`src/rtl/dlx_pkg.sv`:
```
// -----------------------------------------------------------------------------
// dlx_pkg
// Shared definitions for the DLX pipeline: default datapath widths, reset PC,
// sequential PC step, the fetch-queue state encoding and the queue entry
// layout delivered to instruction decode.
// -----------------------------------------------------------------------------
package dlx_pkg;

    localparam int DLX_PC_WIDTH          = 20;
    localparam int DLX_INSTRUCTION_WIDTH = 32;
    localparam int DLX_REG_ADDR_WIDTH    = 5;
    localparam int DLX_OPCODE_WIDTH      = 6;

    localparam logic [DLX_PC_WIDTH-1:0] DLX_PC_INITIAL_ADDRESS = 20'h40000;
    localparam int                      DLX_PC_INCREMENT       = 4;
    localparam int                      DLX_QUEUE_DEPTH        = 4;

    // RUN: every response is kept. DRAIN: responses issued before the last
    // redirect are still in flight and get thrown away as they return.
    typedef enum logic {
        FQ_RUN   = 1'b0,
        FQ_DRAIN = 1'b1
    } fq_state_t;

    // One decoded-side queue entry at the default widths.
    typedef struct packed {
        logic [DLX_INSTRUCTION_WIDTH-1:0] instruction;
        logic [DLX_PC_WIDTH-1:0]          new_pc;
    } fq_entry_t;

endpackage

```
`src/rtl/dlx_sync_fifo.sv`:
```
// -----------------------------------------------------------------------------
// dlx_sync_fifo
// Single-clock FIFO with first-word fall-through read port. The head word is
// read straight out of the storage registers, so a word pushed into an empty
// FIFO shows up on pop_data one cycle after the push.
//
// Ports:
//   clk, rst_n  clock, asynchronous active-low reset
//   push        write push_data (ignored when full)
//   push_data   WIDTH-bit write data
//   pop         advance past the head word (ignored when empty)
//   clear       synchronous flush; wins over push and pop
//   pop_data    head word (meaningful only when !empty)
//   full/empty  status flags
//   count       number of stored words, 0..DEPTH
// -----------------------------------------------------------------------------
module dlx_sync_fifo #(
    parameter int WIDTH = 32,
    parameter int DEPTH = 4
) (
    input  logic                           clk,
    input  logic                           rst_n,
    input  logic                           push,
    input  logic [WIDTH-1:0]               push_data,
    input  logic                           pop,
    input  logic                           clear,
    output logic [WIDTH-1:0]               pop_data,
    output logic                           full,
    output logic                           empty,
    output logic [$clog2(DEPTH+1)-1:0]     count
);

    localparam int AW = $clog2(DEPTH);
    localparam int CW = $clog2(DEPTH + 1);

    logic [WIDTH-1:0] mem [DEPTH];
    logic [AW-1:0]    wr_ptr;
    logic [AW-1:0]    rd_ptr;
    logic             do_push;
    logic             do_pop;

    assign full     = (count == CW'(DEPTH));
    assign empty    = (count == '0);
    assign do_push  = push & ~full;
    assign do_pop   = pop & ~empty;
    assign pop_data = mem[rd_ptr];

    // DEPTH is a power of two, so the pointers wrap on their own.
    always_ff @(posedge clk or negedge rst_n) begin
        if (!rst_n) begin
            wr_ptr <= '0;
            rd_ptr <= '0;
            count  <= '0;
            // NOTE: the storage is a handful of flops feeding an output port
            // directly, so it is reset to keep the head word at zero out of reset.
            for (int i = 0; i < DEPTH; i++) begin
                mem[i] <= '0;
            end
        end else if (clear) begin
            wr_ptr <= '0;
            rd_ptr <= '0;
            count  <= '0;
        end else begin
            if (do_push) begin
                mem[wr_ptr] <= push_data;
                wr_ptr      <= wr_ptr + 1'b1;
            end
            if (do_pop) begin
                rd_ptr <= rd_ptr + 1'b1;
            end
            count <= count + CW'(do_push) - CW'(do_pop);
        end
    end

endmodule

```
`src/rtl/dlx_fetch_queue.sv`:
```
// -----------------------------------------------------------------------------
// dlx_fetch_queue
// Decoupled instruction prefetch unit. Issues pipelined reads to instruction
// memory, collects in-order responses into a QUEUE_DEPTH-entry queue and hands
// {instruction, address + PC_INCREMENT} to decode over valid/ready. A redirect
// from execute flushes the queue and marks every read still in flight as
// stale; stale responses are dropped as they come back.
//
// Ports:
//   clk, rst_n         clock, asynchronous active-low reset
//   instr_rd_en        read request (issue = instr_rd_en & instr_gnt)
//   instr_addr         request address (current fetch PC)
//   instr_gnt          memory accepts the request this cycle
//   instr_rvalid       response valid, responses return in issue order
//   instruction        response data
//   select_new_pc_in   redirect strobe
//   new_pc_in          redirect target
//   halt_in            stop issuing; in-flight reads still complete
//   if_valid_out       queue head valid
//   id_ready_in        decode takes the head (pop = if_valid_out & id_ready_in)
//   instruction_out    head instruction
//   new_pc_out         head instruction address + PC_INCREMENT
//   flush_busy_out     stale responses still pending discard
// -----------------------------------------------------------------------------
module dlx_fetch_queue
    import dlx_pkg::*;
#(
    parameter int                    PC_WIDTH           = DLX_PC_WIDTH,
    parameter int                    INSTRUCTION_WIDTH  = DLX_INSTRUCTION_WIDTH,
    parameter int                    QUEUE_DEPTH        = DLX_QUEUE_DEPTH,
    parameter logic [PC_WIDTH-1:0]   PC_INITIAL_ADDRESS = PC_WIDTH'(DLX_PC_INITIAL_ADDRESS),
    parameter int                    PC_INCREMENT       = DLX_PC_INCREMENT
) (
    input  logic                         clk,
    input  logic                         rst_n,
    output logic                         instr_rd_en,
    output logic [PC_WIDTH-1:0]          instr_addr,
    input  logic                         instr_gnt,
    input  logic                         instr_rvalid,
    input  logic [INSTRUCTION_WIDTH-1:0] instruction,
    input  logic                         select_new_pc_in,
    input  logic [PC_WIDTH-1:0]          new_pc_in,
    input  logic                         halt_in,
    output logic                         if_valid_out,
    input  logic                         id_ready_in,
    output logic [INSTRUCTION_WIDTH-1:0] instruction_out,
    output logic [PC_WIDTH-1:0]          new_pc_out,
    output logic                         flush_busy_out
);

    localparam int CW = $clog2(QUEUE_DEPTH + 1);

    typedef struct packed {
        logic [INSTRUCTION_WIDTH-1:0] instruction;
        logic [PC_WIDTH-1:0]          new_pc;
    } entry_t;

    localparam logic [PC_WIDTH-1:0] PC_STEP = PC_WIDTH'(PC_INCREMENT);

    fq_state_t           state;
    logic [PC_WIDTH-1:0] fetch_pc;
    logic [CW-1:0]       outstanding;
    logic [CW-1:0]       discard_cnt;
    logic [CW-1:0]       residual;
    logic [CW:0]         in_use;

    logic                redirect;
    logic                issue;
    logic                keep_resp;
    logic                drop_resp;
    logic                pop;

    entry_t              push_entry;
    entry_t              head_entry;
    logic                q_full;
    logic                q_empty;
    logic [CW-1:0]       occupancy;

    logic [PC_WIDTH-1:0] resp_addr;
    logic                a_full;
    logic                a_empty;
    logic [CW-1:0]       a_count;

    // ---------------------------------------------------------------- control
    assign redirect = select_new_pc_in;

    // Credit check: queue slots already used plus reads that will land in the
    // queue must leave room, so a response can never find the queue full.
    assign in_use      = {1'b0, occupancy} + {1'b0, outstanding};
    assign instr_rd_en = ~redirect & ~halt_in & (in_use < (CW+1)'(QUEUE_DEPTH));
    assign instr_addr  = fetch_pc;
    assign issue       = instr_rd_en & instr_gnt;

    // A response arriving on the redirect cycle is already stale.
    assign keep_resp = instr_rvalid & ~redirect & (discard_cnt == '0);
    assign drop_resp = instr_rvalid & ~redirect & (discard_cnt != '0);
    assign residual  = outstanding - CW'(instr_rvalid);

    assign pop = if_valid_out & id_ready_in & ~redirect;

    // ------------------------------------------------------------- datapaths
    assign push_entry.instruction = instruction;
    assign push_entry.new_pc      = resp_addr + PC_STEP;

    // Addresses of non-stale in-flight reads, oldest first.
    dlx_sync_fifo #(
        .WIDTH (PC_WIDTH),
        .DEPTH (QUEUE_DEPTH)
    ) u_addr_fifo (
        .clk       (clk),
        .rst_n     (rst_n),
        .push      (issue),
        .push_data (fetch_pc),
        .pop       (keep_resp),
        .clear     (redirect),
        .pop_data  (resp_addr),
        .full      (a_full),
        .empty     (a_empty),
        .count     (a_count)
    );

    dlx_sync_fifo #(
        .WIDTH ($bits(entry_t)),
        .DEPTH (QUEUE_DEPTH)
    ) u_entry_fifo (
        .clk       (clk),
        .rst_n     (rst_n),
        .push      (keep_resp),
        .push_data (push_entry),
        .pop       (pop),
        .clear     (redirect),
        .pop_data  (head_entry),
        .full      (q_full),
        .empty     (q_empty),
        .count     (occupancy)
    );

    assign if_valid_out    = ~q_empty;
    assign instruction_out = head_entry.instruction;
    assign new_pc_out      = head_entry.new_pc;

    // ------------------------------------------------ fetch PC, counters, FSM
    always_ff @(posedge clk or negedge rst_n) begin
        if (!rst_n) begin
            fetch_pc       <= PC_INITIAL_ADDRESS;
            outstanding    <= '0;
            discard_cnt    <= '0;
            state          <= FQ_RUN;
            flush_busy_out <= 1'b0;
        end else begin
            // NOTE: every register here uses <= so all of them update from the
            // same pre-edge values regardless of statement order.
            outstanding <= outstanding + CW'(issue) - CW'(instr_rvalid);

            if (redirect) begin
                // Everything still in flight after this cycle is stale.
                fetch_pc       <= new_pc_in;
                discard_cnt    <= residual;
                state          <= (residual != '0) ? FQ_DRAIN : FQ_RUN;
                flush_busy_out <= (residual != '0);
            end else begin
                if (issue) begin
                    fetch_pc <= fetch_pc + PC_STEP;
                end
                case (state)
                    FQ_RUN: begin
                        flush_busy_out <= 1'b0;
                    end
                    FQ_DRAIN: begin
                        if (drop_resp) begin
                            discard_cnt <= discard_cnt - 1'b1;
                            if (discard_cnt == CW'(1)) begin
                                state          <= FQ_RUN;
                                flush_busy_out <= 1'b0;
                            end
                        end
                    end
                    default: begin
                        state          <= FQ_RUN;
                        flush_busy_out <= 1'b0;
                    end
                endcase
            end
        end
    end

    // ------------------------------------------------------------ assertions
    a_rvalid_has_req: assert property (@(posedge clk) disable iff (!rst_n)
        instr_rvalid |-> (outstanding != '0))
        else $error("instr_rvalid with no outstanding read");

    a_no_push_full: assert property (@(posedge clk) disable iff (!rst_n)
        keep_resp |-> (~q_full & ~a_empty));

    a_no_issue_full: assert property (@(posedge clk) disable iff (!rst_n)
        issue |-> ~a_full);

    a_addr_tracks: assert property (@(posedge clk) disable iff (!rst_n)
        a_count == CW'(outstanding - discard_cnt));

endmodule
```
`config.mk`:
```
export PLATFORM = sky130hd
export DESIGN_NAME = dlx_fetch_queue
export DESIGN_NICKNAME = d
export VERILOG_FILES = /design/src/rtl/dlx_pkg.sv /design/src/rtl/dlx_sync_fifo.sv /design/src/rtl/dlx_fetch_queue.sv
export SDC_FILE = /design/constraint.sdc
export NUM_CORES = 1
export LEC_CHECK = 0
export ABC_AREA = 1
export CORE_UTILIZATION = 45
export CTS_CLUSTER_DIAMETER = 120
export CTS_CLUSTER_SIZE = 14
export DETAILED_ROUTE_END_ITERATION = 8
export GPL_TIMING_DRIVEN = 0
export MAX_ROUTING_LAYER = met4
export PLACE_DENSITY = 0.67
export SETUP_SLACK_MARGIN = 0.2
export SYNTH_ARGS = -nofsm -noshare
export SYNTH_HDL_FRONTEND = slang
export SYNTH_SLANG_ARGS = --single-unit
export TNS_END_PERCENT = 5
```
`constraint.sdc`:
```
create_clock -name clk -period 2.55 [get_ports clk]
set_clock_uncertainty 0.1 [all_clocks]
set_input_delay 0.255 -clock clk [delete_from_list [all_inputs] [get_ports clk]]
set_output_delay 0.255 -clock clk [all_outputs]
set_load 0.03 [all_outputs]
```
Cell classes on the final placement:
Fill, decap, tap and diode cells in grey.
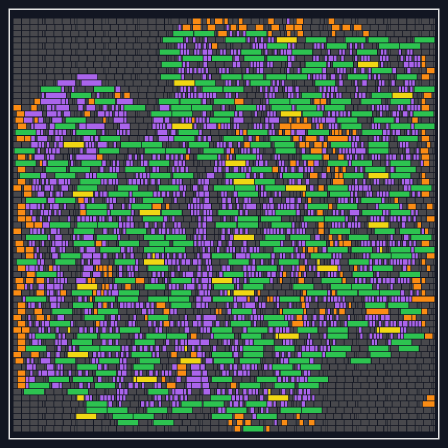
colour	class	cells	share of their area
green	sequential cells	330	46%
orange	remaining buffers and delay cells	262	11%
yellow	clock drivers and dummy loads	38	4.0%
purple	combinational and other logic	1515	39%
Floorplan Core Area: 33900 um^2
core occupancy in the finished layout: 55.2%
Final Cell Area: 18700 um^2
# rows: 67

M3 wires:
Scale bar: 50 um.
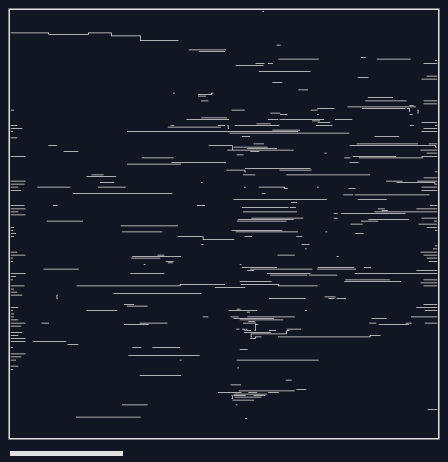
share of all routed wire	6.5%
nets with wire on the layer	232

==> run summary <==
Physical implementation

The yosys cell count is 1953. Setup repair after global routing could not meet its margin everywhere. Per the OpenROAD floorplan log, the width of the die is 189 um. Relative to the synthesized area, the layout overhead comes to 19.3%. The capture instance of the worst register-to-register path is outstanding[2]$_DFF_PN0_. The chip area line of the yosys report is 15700 um^2. The synthesized netlist occupies a cell area of between 15000 and 20000 um^2.

In this run the number of H-tree levels came out at 1. The later pin in the worst-skew pair is clocked with a latency of between 0.5 and 0.6 ns. The area fraction of the largest cell type after synthesis is 52.6%. The buffer levels on the longest clock path is 3. For the pin with the worst max-slew slack, the measured transition is just under 0.8 ns. The sequential cell area is 8260 um^2. Global routing consumed, on the met3 layer, ~2.8% of the routing resources.

The setup slack of the most critical reg-to-reg path is 0.15 ns. The run finished with clean final reports. The count of cells along the worst register-to-register path is 12. The final layout report lists a filler cell count of 3184. The count of flip-flops with a built-in enable after synthesis is 0. The all-layer global routing usage is 26.3%. After detailed routing, the met2 layer carries about 22000 um of wire. The capturing element type of the critical path is a flop. The simple-gate area share of the yosys netlist is 27.7%. The share of the core area taken by cells at floorplan is 46.3%. In the final report, the number of endpoints failing setup comes to 0.

The number of antenna violations at the first check in global routing is 0. According to the dpl log, the detail-placed design has an HPWL of 30100 um. Wire segments on met3 add up to 2930 um in the final route.
I/O nets highlighted:
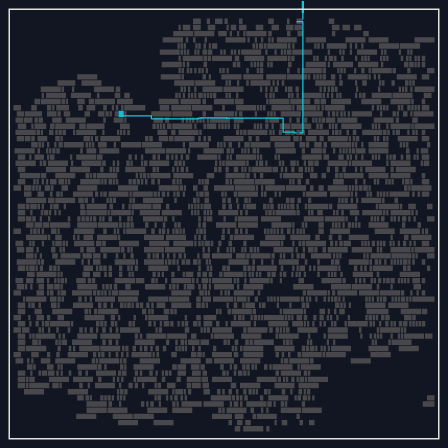
colour	port	bits	direction	edge	end cells	buffers	wire
cyan	`if_valid_out`	1	output	top	1	1	143 um

Cell placement:
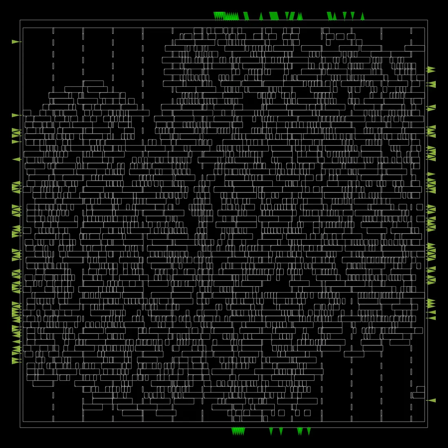
sequential portion of the cell area: 44.2%
total number of sequential cells: 330
number of tapcells: 448

## critical path, stage by stage (launching register included)
cell                      delay [ns]
sky130_fd_sc_hd__dfrtp_1        0.41
sky130_fd_sc_hd__ha_4           0.25
sky130_fd_sc_hd__nand3_2        0.06
sky130_fd_sc_hd__nand2_2        0.06
sky130_fd_sc_hd__nor4_4         0.21
sky130_fd_sc_hd__nand2_4        0.14
sky130_fd_sc_hd__ha_4           0.23
sky130_fd_sc_hd__inv_2          0.06
sky130_fd_sc_hd__ha_4           0.11
sky130_fd_sc_hd__inv_2          0.03
sky130_fd_sc_hd__fa_2           0.34
sky130_fd_sc_hd__xnor2_2        0.14
sky130_fd_sc_hd__xor2_1         0.13
## report_power, final
| group | internal [uW] | total (uW) | switching [uW] |
|---|---|---|---|
| Clock | 1930 | 3800 | 1880 |
| Combinational | 2630 | 7570 | 4940 |
| Sequential | 6280 | 6940 | 656 |
## flip-flops by register name, summed over array words and instances, names as in the netlist, 3 cells and up
register,count
discard_cnt,3
u_entry_fifo.count,3
u_addr_fifo.count,3
instr_addr,20
u_addr_fifo.mem,80
u_entry_fifo.mem,208
outstanding,3
## worst min-delay path by stage
stage / start / end / slack, ns / cells past startpoint
after floorplan: rst_n / discard_cnt[0]$_DFFE_PN0P_ / -0.14 / 0
after global placement: u_entry_fifo.mem[135]$_DFFE_PN0P_ / u_entry_fifo.mem[135]$_DFFE_PN0P_ / 0.36 / 2
after detailed placement: rst_n / u_entry_fifo.mem[50]$_DFFE_PN0P_ / 0.24 / 1
after CTS: new_pc_in[18] / instr_addr[18]$_DFFE_PN1N_ / 0.13 / 3
after global routing: new_pc_in[1] / instr_addr[1]$_DFFE_PN0P_ / 0.18 / 3
final: new_pc_in[18] / instr_addr[18]$_DFFE_PN1N_ / 0.14 / 3
